==> run_1/congestion_map.png <==
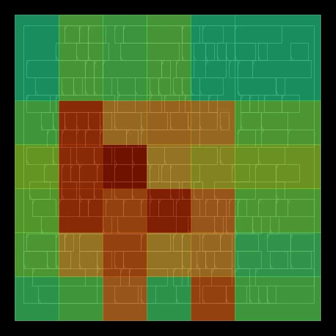
==> run_1/m1.png <==
Scale bar: 10 um. Supply wires on this layer in gray.
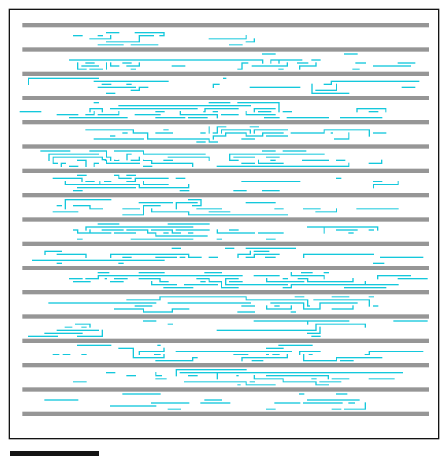
==> run_1/m4.png <==
Supply wires on this layer in gray.
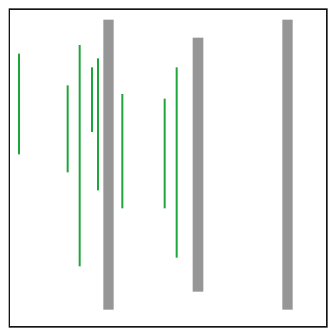
$ cat src/rtl/base_gasket_fifo.sv
// base_gasket_fifo
//   Width-converting item FIFO. Up to ni items enter per beat and up to no
//   items leave per beat. An optional end-of-stream marker, with sideband
//   data, travels behind the items of the beat that carried it.
//   The data path is fully registered: pushed items appear one cycle later.
//
// Ports
//   clk, reset : clock, asynchronous active-high reset
//   i_r        : input ready, a function of stored state only
//   i_v, i_nv  : input valid, item count on this beat (0..ni)
//   i_d        : input items, lane 0 (low bits) oldest
//   i_e, i_ed  : end marker after this beat's items, marker sideband
//   o_r        : output ready
//   o_nr       : items the consumer wants to take (1..no)
//   o_v, o_nv  : output valid, number of items presented on o_d
//   o_d        : oldest stored items, lane 0 oldest, unused lanes zero
//   o_e, o_ed  : end marker presented, its sideband
//   o_cnt      : current item occupancy
module base_gasket_fifo #(
  parameter int width     = 1,
  parameter int ewidth    = 1,
  parameter int ni        = 2,
  parameter int no        = 2,
  parameter int depth     = ni + no,
  parameter int ni_width  = $clog2(ni + 1),
  parameter int no_width  = $clog2(no + 1),
  parameter int cnt_width = $clog2(depth + 1)
) (
  input  logic                  clk,
  input  logic                  reset,
  output logic                  i_r,
  input  logic                  i_v,
  input  logic [ni_width-1:0]   i_nv,
  input  logic [ni*width-1:0]   i_d,
  input  logic                  i_e,
  input  logic [ewidth-1:0]     i_ed,
  input  logic                  o_r,
  output logic                  o_v,
  output logic [no_width-1:0]   o_nv,
  output logic [no*width-1:0]   o_d,
  output logic                  o_e,
  output logic [ewidth-1:0]     o_ed,
  input  logic [no_width-1:0]   o_nr,
  output logic [cnt_width-1:0]  o_cnt
);

  function automatic int min_int(input int a, input int b);
    return (a < b) ? a : b;
  endfunction

  // items[0] is always the oldest stored item
  logic [width-1:0]     items     [depth];
  logic [width-1:0]     items_nxt [depth];
  logic [cnt_width-1:0] cnt;
  logic                 e_pend;
  logic [ewidth-1:0]    e_data;

  logic push;
  logic pop;
  int   cnt_i;
  int   pop_n;
  int   push_n;
  int   keep_n;
  int   cnt_nxt;

  assign cnt_i = int'(cnt);

  // Ready only looks at registered state, so a full ni-lane beat always fits.
  assign i_r   = !e_pend && (cnt_i <= depth - ni);
  // The marker can only be presented once every item ahead of it fits on o_d.
  assign o_e   = e_pend && (cnt_i <= no);
  assign o_v   = (cnt_i >= int'(o_nr)) || o_e;
  assign o_nv  = no_width'(min_int(cnt_i, no));
  assign o_cnt = cnt;
  assign o_ed  = e_pend ? e_data : '0;

  always_comb begin
    o_d = '0;
    for (int k = 0; k < no; k++) begin
      if (k < cnt_i) o_d[k*width +: width] = items[k];
    end
  end

  assign push    = i_v && i_r;
  assign pop     = o_v && o_r;
  // A marker pop drains everything left, whatever o_nr asks for.
  assign pop_n   = !pop ? 0 : (o_e ? cnt_i : int'(o_nr));
  assign push_n  = push ? int'(i_nv) : 0;
  assign keep_n  = cnt_i - pop_n;
  assign cnt_nxt = keep_n + push_n;

  // Survivors shift down by pop_n; new lanes land right behind them.
  // Entries beyond the new occupancy are cleared.
  always_comb begin
    for (int j = 0; j < depth; j++) begin
      items_nxt[j] = '0;
      for (int p = 0; p <= no; p++) begin
        if ((p == pop_n) && (j + p < depth) && (j < keep_n)) items_nxt[j] = items[j+p];
      end
      for (int k = 0; k < ni; k++) begin
        if ((j == keep_n + k) && (k < push_n)) items_nxt[j] = i_d[k*width +: width];
      end
    end
  end

  // Storage stage: items, occupancy and the pending marker update together
  always_ff @(posedge clk or posedge reset) begin
    if (reset) begin
      cnt    <= '0;
      e_pend <= 1'b0;
      e_data <= '0;
      for (int j = 0; j < depth; j++) items[j] <= '0;
    end else begin
      cnt <= cnt_width'(cnt_nxt);
      for (int j = 0; j < depth; j++) items[j] <= items_nxt[j];
      // A push is refused while a marker is pending, so these never coincide.
      if (pop && o_e) begin
        e_pend <= 1'b0;
        e_data <= '0;
      end else if (push && i_e) begin
        e_pend <= 1'b1;
        e_data <= i_ed;
      end
    end
  end

endmodule
$ cat config.mk
export PLATFORM = sky130hd
export DESIGN_NAME = base_gasket_fifo
export DESIGN_NICKNAME = d
export VERILOG_FILES = /design/src/rtl/base_gasket_fifo.sv
export SDC_FILE = /design/constraint.sdc
export NUM_CORES = 1
export LEC_CHECK = 0
export ABC_AREA = 1
export CORE_UTILIZATION = 44
export CTS_CLUSTER_DIAMETER = 200
export DETAILED_ROUTE_END_ITERATION = 8
export GPL_ROUTABILITY_DRIVEN = 0
export PLACE_DENSITY_LB_ADDON = 0.1
export SETUP_SLACK_MARGIN = 0.5
export SLEW_MARGIN = 20
export SYNTH_ARGS = -nofsm -noshare
export SYNTH_HDL_FRONTEND = slang
export SYNTH_SLANG_ARGS = --single-unit
$ cat constraint.sdc
create_clock -name clk -period 3.1 [get_ports clk]
set_clock_uncertainty 0.2 [all_clocks]
set_input_delay 0.775 -clock clk [delete_from_list [all_inputs] [get_ports clk]]
set_output_delay 0.775 -clock clk [all_outputs]
set_load 0.01 [all_outputs]
==> results_slide.txt, run 1 <==
Flow Results at a Glance

Clocking
  • Postcts setup bufs: 9
  • # H-tree levels: 1
  • Clk latency late pin: approximately 270 ps
  • Clk sinks: 9
  • CTS Hold Bufs: 0
  • Clock tree buffer depth: 2
  • TritonCTS clock tree: built
  • CTS resizes: 35
  • CTS buffer count: 3

Critical path
  • Setup crit end kind: register
  • Crit path required time: about 3100 ps
  • Critical path cell sequence: buf_6 -> ha_4 -> inv_2 -> nand2_2 -> a21oi_2 -> nand2_4 -> nand2_4 -> nor2_8 -> ha_4 -> inv_2 -> fa_2 -> or2_1 -> nand2_2 -> inv_2 -> nor2_4 -> nand2_2 -> nor2_4 -> ha_4 -> nand2_1 -> nand2_2 -> a21oi_2 -> nand2_1 -> a21oi_2
  • CP max-delay cell: fa_2
  • Kind of critical path: in -> reg
  • Critical path buffer and inverter count: 4
  • CP startpoint: o_nr[0]
  • Worst r2r src: o_cnt[0]
  • Crit-path max FO: 2
  • CP Depth: 23
  • Reg2Reg Capture Point: items[3]
  • Delay-heaviest family, CP: simple AND/OR/NAND/NOR gates
  • Most frequent cell on the critical path: nand2_2
  • Max incr delay on CP: 360 ps
  • Setup crit start kind: input pin

Logic synthesis
  • Post-synth top cells: inv_1 (29), nand2_1 (22), nand3_1 (13)
  • Complex Gates by Area: a little under an eighth
  • Post-synth seq share: 24.3%
  • Number of synthesized flops with an enable pin: 0
  • Max-area cell share: 24.3%
  • Post-Syn Area: 928 sq um
  • Mean Syn Cell Area: 7.31 sq um
  • Logic family by area: simple AND/OR/NAND/NOR gates
  • Synth cell types: 24
  • Chip area in the Yosys report: 928 sq um
  • Synth mux share: 0%
  • Ys flop type: dfrtp_1
  • Yosys Warn Count: 0
  • Cell with the most instances after synthesis: inv_1
  • Area leader, netlist: dfrtp_1
  • Seq cells post-synth: 9
  • Top cells, area: dfrtp_1 (24%), inv_1 (12%), ha_1 (9.4%), nand2_1 (8.9%), nand3_1 (7.0%)
  • Yosys simple share: 36.5%

Route
  • TritonRoute pass-1 iters: 4
  • Routed met2 length: 1470 um
  • Max Used Layer: met4
  • DR WL met3: 156 um

Place
  • Post-Place Cell Area: between 1000 and 1500 sq um
  • Cells after DPL: approximately 200
  • Hpwl dp: 2050 um
  • Pre-CTS WS: -904 ps
  • Count of port buffers added during placement: 22

Final layout
  • Clock buffer count in the final layout: 4
  • Most used logic cell in the final layout: buf_4
  • Flop Count: 9
  • Layout clock area frac: about 1.7%
  • Share of cells above drive strength 1: 42.2%
  • Max-area cell class: multi-input combinational cells
  • Post-route insts no fill: approximately 210
  • Final-layout fill cell count: 136
  • Seq/total area: 14.6%
  • Logic share of the area: a little under half
  • Comb gates: 88
  • Top Layout Cells: buf_4 (30), inv_1 (25), nand2_1 (17)
  • Design Area, Final: between 1500 and 2000 sq um
  • Antenna cell count: 0
  • Sequential cell area: 228 sq um
  • Max reg flops: 4

Floorplan
  • Boundary pin count: 23
  • Core area: about 2000 sq um
  • DIE WIDTH: 47.9 um
  • N_taps: 27
  • Site Rows: 16
  • Die area: 2300 sq um

Global route
  • Initial antenna violation count: 0
  • M3 GR Usage: 3.77%
  • Largest net degree at the start of global routing: 10
  • GRT overflow: 0
  • GR Util met1: 33.7%
  • Vias in the first global route: 1056

Outcome
  • Failing checks: negative setup slack
  • Status: finished, violations left

Power and ir drop
  • Clk. pwr: 0.0000936 W
  • P_leak: approximately 0.79 nW
  • Switching share of power: 46.8%
  • Part of the power in registers: approximately an eighth
  • Top Consumer: combinational cells
  • Seq power: between 0.0002 and 0.00025 W
  • P_comb: 0.00137 W
  • Clock power share: 5.6%
  • Peak supply drop: about 0.85 mV

STA
  • Fin. Hold Viols: 0
  • Setup_tns: -238 ps
  • Fmax: 311 MHz
  • Final Cycle Share: 104%
  • Setup ws final: -116 ps
  • Max Slew Vio Count: 0
  • RSZ-0062 raised after global routing: yes
  • Final Setup Violations: 3

Run
  • Tool warning count: 29
  • Max cap viols: 0

Worst hold path
  • Worst hold endpoint: e_data
  • Hold crit path type: reg -> reg
  • Hold-critical path depth: 2
About congestion_map.png:
met2 usage: 51.6%
DR WL/cell: 13.6 um
utilization after layout: 78.9%
busiest grt layer: met2

About m1.png:
nets with wire on the layer: 185
share of all routed wire: 38%

About m4.png:
wire length on this layer: 152 um
longest straight run: 33.3 um
nets with wire on the layer: 8
main direction: vertical
share of all routed wire: 5.3%
Via Count: 1071
Post-Route WL: 2880 um

==> run_1/m2.png <==
Cells faint in the background.
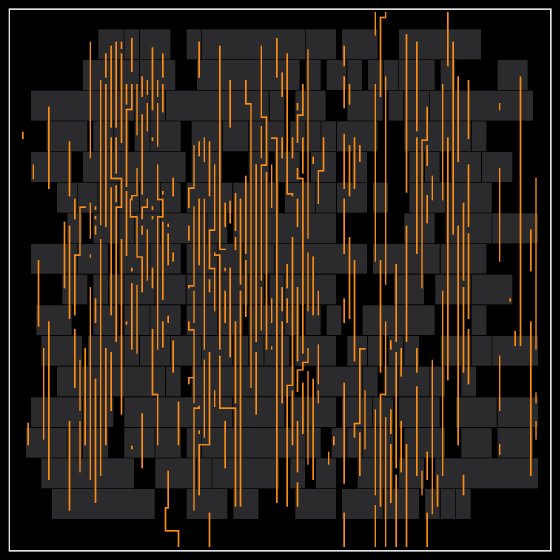

==> run 1 -> run 2 <==
- ABC_CLOCK_PERIOD_IN_PS: not set -> 3100
- PLACE_DENSITY_LB_ADDON: 0.1 -> 0.15
==> run_2/m2.png <==
Cells faint in the background.
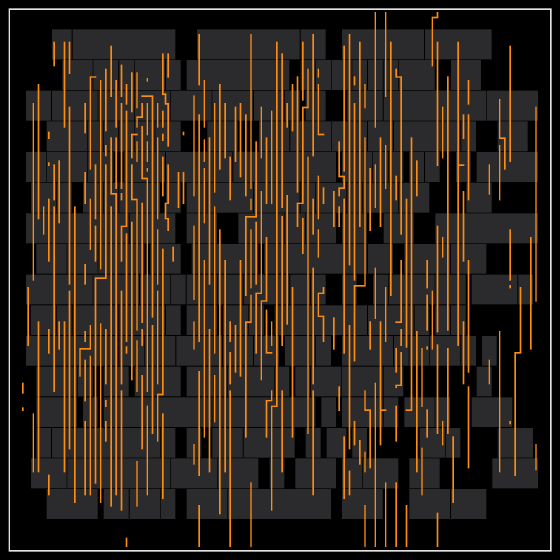
main direction: vertical
nets with wire on the layer: 184
wire length on this layer: 1830 um
met2 usage: 50.5%
Post-Route WL: 3320 um
Via Count: 1089

==> run_2/route_heat.png <==
The die is cut into 10 by 10 equal tiles; dark blue is low, red is high, scaled to the fullest tile. Values are wire area over tile area, all layers added.
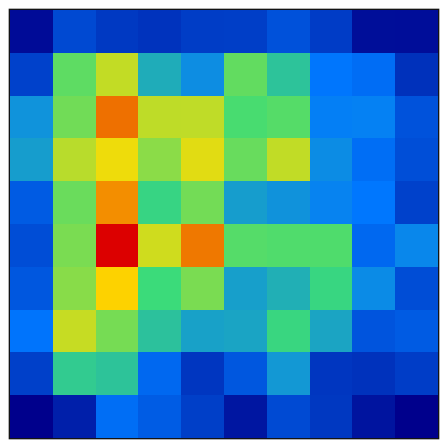
tiles over half the peak: 30%
fullest tile: 0.65
emptiest ninth of the die: south-east
nearly empty tiles: 2.0%
mean over tiles: 0.23
total track usage: 26.4%
DR WL/cell: 15.5 um

==> run 2 against run 1 <==
  * The flow still finishes with violations (negative setup slack)
  * Die size stayed put
  * Core utilization increased by 4.7 points
  * Cell count grew 0.94%
  * Global-route usage down 2.9 points
  * Total power up 15%
  * Combinational power rose by 18%
  * Sequential power up 2%
  * Routed wire length rose by 15%
  * Non-clock buffer count rose by 2
  * Critical endpoint unchanged
  * Highest routed layer unchanged
==> results_slide.txt, run 2 <==
Flow Results at a Glance

Logic synthesis
  • Post-synth seq share: 24.3% (unchanged)
  • Yosys simple share: 36.5% (unchanged)
  • Post-synth top cells: inv_1 (29), nand2_1 (22), nand3_1 (13)
  • Complex Gates by Area: 12.0% (unchanged)
  • Post-Syn Area: 928 sq um (unchanged)
  • Ys flop type: dfrtp_1
  • Seq cells post-synth: 9 (unchanged)
  • Top cells, area: dfrtp_1 (24%), inv_1 (12%), ha_1 (9.4%), nand2_1 (8.9%), nand3_1 (7.0%)
  • Yosys Warn Count: 0 (unchanged)
  • Synth cell types: 24 (unchanged)
  • Cell with the most instances after synthesis: inv_1

Place
  • Hpwl dp: 2060 um (+0.58%)
  • Post-Place Cell Area: 1380 sq um (-1.1%)
  • Pre-CTS WS: -864 ps (+39.6 ps)
  • Cells after DPL: 197 (-1.0%)

STA
  • Fmax: 306 MHz (-1.7%)
  • RSZ-0062 raised after global routing: yes
  • Final Setup Violations: 5 (+2)
  • Max Slew Vio Count: 0 (unchanged)
  • Setup_tns: -724 ps (-486 ps)
  • Setup ws final: -170 ps (-54.7 ps)

Final layout
  • Share of cells above drive strength 1: 46.0% (+3.8 points)
  • Sequential cell area: 228 sq um (unchanged)
  • Logic share of the area: 44.8% (-0.29 points)
  • Final-layout fill cell count: 104 (-24%)
  • Post-route insts no fill: 214 (+0.94%)
  • Max reg flops: 4 (unchanged)
  • Design Area, Final: 1660 sq um (+6.0%)
  • Layout clock area frac: 1.58% (-0.095 points)
  • Clock buffer count in the final layout: 4 (unchanged)
  • Top Layout Cells: inv_1 (25), buf_4 (25), nand2_1 (16)
  • Flop Count: 9 (unchanged)
  • Comb gates: 88 (unchanged)

Global route
  • Initial antenna violation count: 0 (unchanged)
  • Vias in the first global route: 966 (-8.5%)
  • Busiest grt layer: met2
  • Largest net degree at the start of global routing: 10 (unchanged)
  • GRT overflow: 0 (unchanged)

Power and ir drop
  • Clk. pwr: 0.0000988 W (+5.6%)
  • Seq power: 0.000215 W (+2%)
  • P_leak: 0.835 nW (+5.6%)
  • Part of the power in registers: 11.2% (-1.4 points)
  • Peak supply drop: 1.12 mV (+31%)
  • P_comb: 0.00161 W (+18%)

Clocking
  • Postcts setup bufs: 10 (+1)
  • CTS buffer count: 3 (unchanged)
  • CTS resizes: 37 (+5.7%)
  • Clk latency late pin: 280 ps (about the same)

Worst hold path
  • Hold crit path type: reg -> reg
  • Hold-critical path depth: 2 (unchanged)
  • Worst hold endpoint: e_data

Floorplan
  • Site Rows: 16 (unchanged)
  • Die area: 2300 sq um (unchanged)
  • Core area: 1980 sq um (unchanged)

Critical path
  • Worst r2r src: o_cnt[0]
  • CP max-delay cell: fa_2
  • Setup crit end kind: register
  • Critical path buffer and inverter count: 4 (unchanged)
  • Most frequent cell on the critical path: nand2_2
  • Max incr delay on CP: 340 ps (-20 ps)
  • Delay-heaviest family, CP: simple AND/OR/NAND/NOR gates
  • CP Depth: 23 (unchanged)
  • CP startpoint: o_nr[0]
  • Critical path cell sequence: buf_8 -> ha_4 -> inv_2 -> nand2_2 -> a21oi_2 -> nand2_4 -> nand2_4 -> nor2_8 -> ha_4 -> inv_4 -> fa_2 -> or2_1 -> nand2_2 -> inv_2 -> nor2_4 -> nand2_2 -> nor2_4 -> ha_4 -> nand2_2 -> nand2_2 -> a21oi_2 -> nand2_1 -> a21oi_2
  • Setup crit start kind: input pin
  • Kind of critical path: in -> reg

Run
  • Tool warning count: 29 (unchanged)
  • Max cap viols: 0 (unchanged)

Outcome
  • Failing checks: negative setup slack
  • Status: finished, violations left

Route
  • Routed met2 length: 1820 um (+24%)
  • DR WL met3: 137 um (-12%)
  • Max Used Layer: met4
==> run_2/m1.png <==
Scale bar: 10 um. Supply wires on this layer in gray.
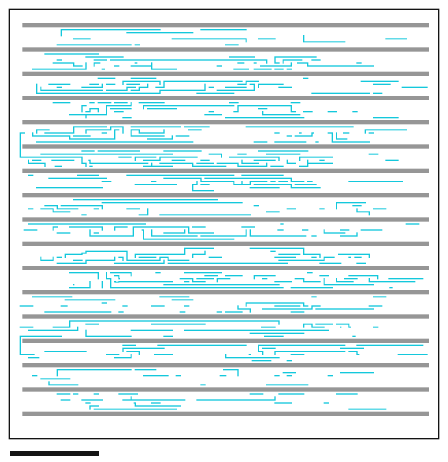

==> run 2 -> run 3 <==
- GPL_TIMING_DRIVEN: not set -> 0
==> run_3/m1.png <==
Scale bar: 10 um. Supply wires on this layer in gray.
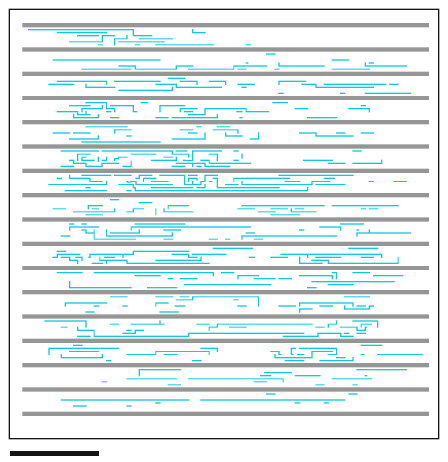
wire length on this layer: 1010 um
share of all routed wire: 40%
nets with wire on the layer: 170
Via Count: 985
GR Util met1: 26.0%
Post-Route WL: 2560 um

==> run_3/m3.png <==
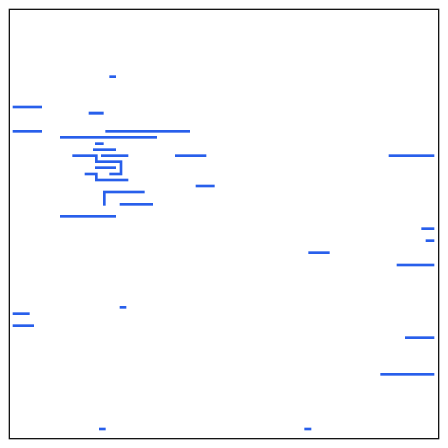
main direction: horizontal
wire length on this layer: 94.9 um
nets with wire on the layer: 24
longest straight run: 10.6 um
share of all routed wire: 3.7%

==> run 3 against run 2 <==
  * The flow still finishes with violations (negative setup slack)
  * Largest power group unchanged
  * Routed wire length shrank 23%
  * Via count shrank 9.6%
  * First-iteration DRC count shrank 44%
  * Sequential power grew 5%
  * Largest cell class unchanged
  * Highest routed layer unchanged
  * Synthesized area is the same
==> results_slide.txt, run 3 <==
Flow Results at a Glance

Clocking
  • # H-tree levels: 1
  • CTS buffer count: 3 (unchanged)
  • Clk latency late pin: 270 ps (about the same)
  • CTS Hold Bufs: 0
  • Root buffer cell: clkbuf_4
  • Clock transition at path regs: 60 ps
  • CTS resizes: 35 (-5.4%)
  • Postcts setup bufs: 13 (+3)
  • Clock tree buffer depth: 2

Power and ir drop
  • Int Pwr: 0.000796 W
  • Overall power: 0.00156 W
  • Peak supply drop: 0.882 mV (-21%)
  • Part of the power in registers: 14.5% (+3.3 points)
  • Net load switching power: 0.000763 W
  • Top Consumer: combinational cells
  • Clk. pwr: 0.0000914 W (-7.5%)
  • Seq power: 0.000226 W (+5%)
  • P_leak: 0.745 nW (-11%)
  • P_comb: 0.00124 W (-23%)
  • Comb pwr share: 79.6%

Final layout
  • Non-CTS buffers: 38
  • Post-layout nets: 191
  • Max reg flops: 4 (unchanged)
  • Layout clock area frac: 1.78% (+0.19 points)
  • Synth-to-layout area growth: 59.3%
  • Utilization after layout: 74.6%
  • Flop Count: 9 (unchanged)
  • Non-clock buffer share of cell area: 24.1%
  • Sequential cell area: 229 sq um (+0.55%)
  • Logic share of the area: 48.4% (+3.6 points)
  • Register name with the most flops: items
  • Post-route insts no fill: 196 (-8.4%)
  • Top Layout Cells: inv_1 (23), nand2_1 (14), nand3_1 (13), clkdlybuf4s50_1 (13), buf_4 (13)
  • Most used logic cell in the final layout: inv_1
  • Final-layout fill cell count: 159 (+53%)
  • Comb gates: 88 (unchanged)
  • Clock buffer count in the final layout: 4 (unchanged)
  • Seq/total area: between 10% and 20%
  • Share of cells above drive strength 1: 39.6% (-6.3 points)
  • Design Area, Final: 1480 sq um (-11%)
  • Inverters: 30

Place
  • Hpwl dp: 1770 um (-14%)
  • Post-Place Cell Area: 1220 sq um (-11%)
  • Cells after DPL: 176 (-11%)
  • Pre-CTS WS: -1120 ps (-252 ps)

Logic synthesis
  • Area leader, netlist: dfrtp_1
  • Seq cells post-synth: 9 (unchanged)
  • Yosys Warn Count: 0 (unchanged)
  • Syn nets: around 150
  • Synth mux share: 0%
  • Yosys simple share: 36.5% (unchanged)
  • Mean Syn Cell Area: ~7.3 sq um
  • Logic family by area: simple AND/OR/NAND/NOR gates
  • Ys flop type: dfrtp_1
  • Complex Gates by Area: 12.0% (unchanged)
  • Post-synth ARST share: 100%
  • Synth cell types: 24 (unchanged)
  • Number of synthesized flops with an enable pin: 0
  • Post-Syn Area: 928 sq um (unchanged)
  • Area fraction in xor and xnor cells: 0.943%
  • Cell with the most instances after synthesis: inv_1
  • Top cells, area: dfrtp_1 (24%), inv_1 (12%), ha_1 (9.4%), nand2_1 (8.9%), nand3_1 (7.0%)
  • Post-synth top cells: inv_1 (29), nand2_1 (22), nand3_1 (13)
  • Post-synth seq share: 24.3% (unchanged)
  • Mapped Cells: roughly 130

Route
  • DR WL met3: 94 um (-31%)
  • Vias per inst: 5.03
  • Metal-1 WL: 1010 um
  • Max Used Layer: met4
  • Post-route ant nets: 0
  • Residual DRC count: 0
  • Routed met2 length: 1380 um (-25%)
  • TritonRoute pass-1 iters: 5
  • DR WL/cell: 13.1 um (-16%)

Outcome
  • Failing checks: negative setup slack
  • Status: finished, violations left

Critical path
  • Delay-heaviest family, CP: simple AND/OR/NAND/NOR gates
  • Critical path cell sequence: buf_8 -> ha_4 -> inv_2 -> nand2_2 -> a21oi_4 -> nand2_4 -> nand2_4 -> nor2_8 -> ha_4 -> inv_2 -> fa_2 -> or2_1 -> nand2_2 -> inv_2 -> nor2_4 -> nand2_2 -> nor2_4 -> ha_4 -> nand2_2 -> a21oi_2 -> nand2_1 -> a21oi_2
  • CP max-delay cell: fa_2
  • Max incr delay on CP: 330 ps (about the same)
  • Worst EP arrival: ~3200 ps
  • Worst reg-to-reg setup slack: -50 ps
  • Kind of critical path: in -> reg
  • Setup crit end kind: register
  • Crit path required time: 3050 ps
  • Most frequent cell on the critical path: nand2_2
  • Worst r2r src: o_cnt[0]
  • Setup crit start kind: input pin
  • CP Depth: 22 (-4.3%)
  • Reg2Reg Capture Point: items[3]
  • CP startpoint: o_nr[0]
  • Critical path buffer and inverter count: 4 (unchanged)

Global route
  • Initial antenna violation count: 0 (unchanged)
  • Busiest grt layer: met2
  • Met2 usage: 40.8% (-9.7 points)
  • Vias in the first global route: 863 (-11%)
  • M3 GR Usage: 0.377%
  • First-pass GRT wire length: ~3500 um
  • Largest net degree at the start of global routing: 10 (unchanged)
  • Total track usage: 22.2% (-4.2 points)
  • GRT overflow: 0 (unchanged)

Worst hold path
  • Worst hold endpoint: e_data
  • Hold-critical path depth: 2 (unchanged)
  • Hold crit path type: reg -> reg

Floorplan
  • Die height: 47.9 um
  • Core area: 1980 sq um (unchanged)
  • Fp_density: 46.8%
  • Site Rows: 16 (unchanged)
  • N_taps: 27
  • Die area: 2300 sq um (unchanged)
  • Boundary pin count: 23

Run
  • Max cap viols: 0 (unchanged)
  • Tool warning count: 29 (unchanged)

STA
  • Final Cycle Share: 104%
  • Fmax: 309 MHz (+1.2%)
  • Setup ws final: -131 ps (+39.1 ps)
  • Max Slew Vio Count: 0 (unchanged)
  • Crit path time final: 3230 ps
  • Fin. Hold Viols: 0
  • Setup_tns: -131 ps (+593 ps)
  • Final Setup Violations: 1 (-4)
  • RSZ-0062 raised after global routing: yes
No activity file was given, so power comes from the tool's default toggle rates.
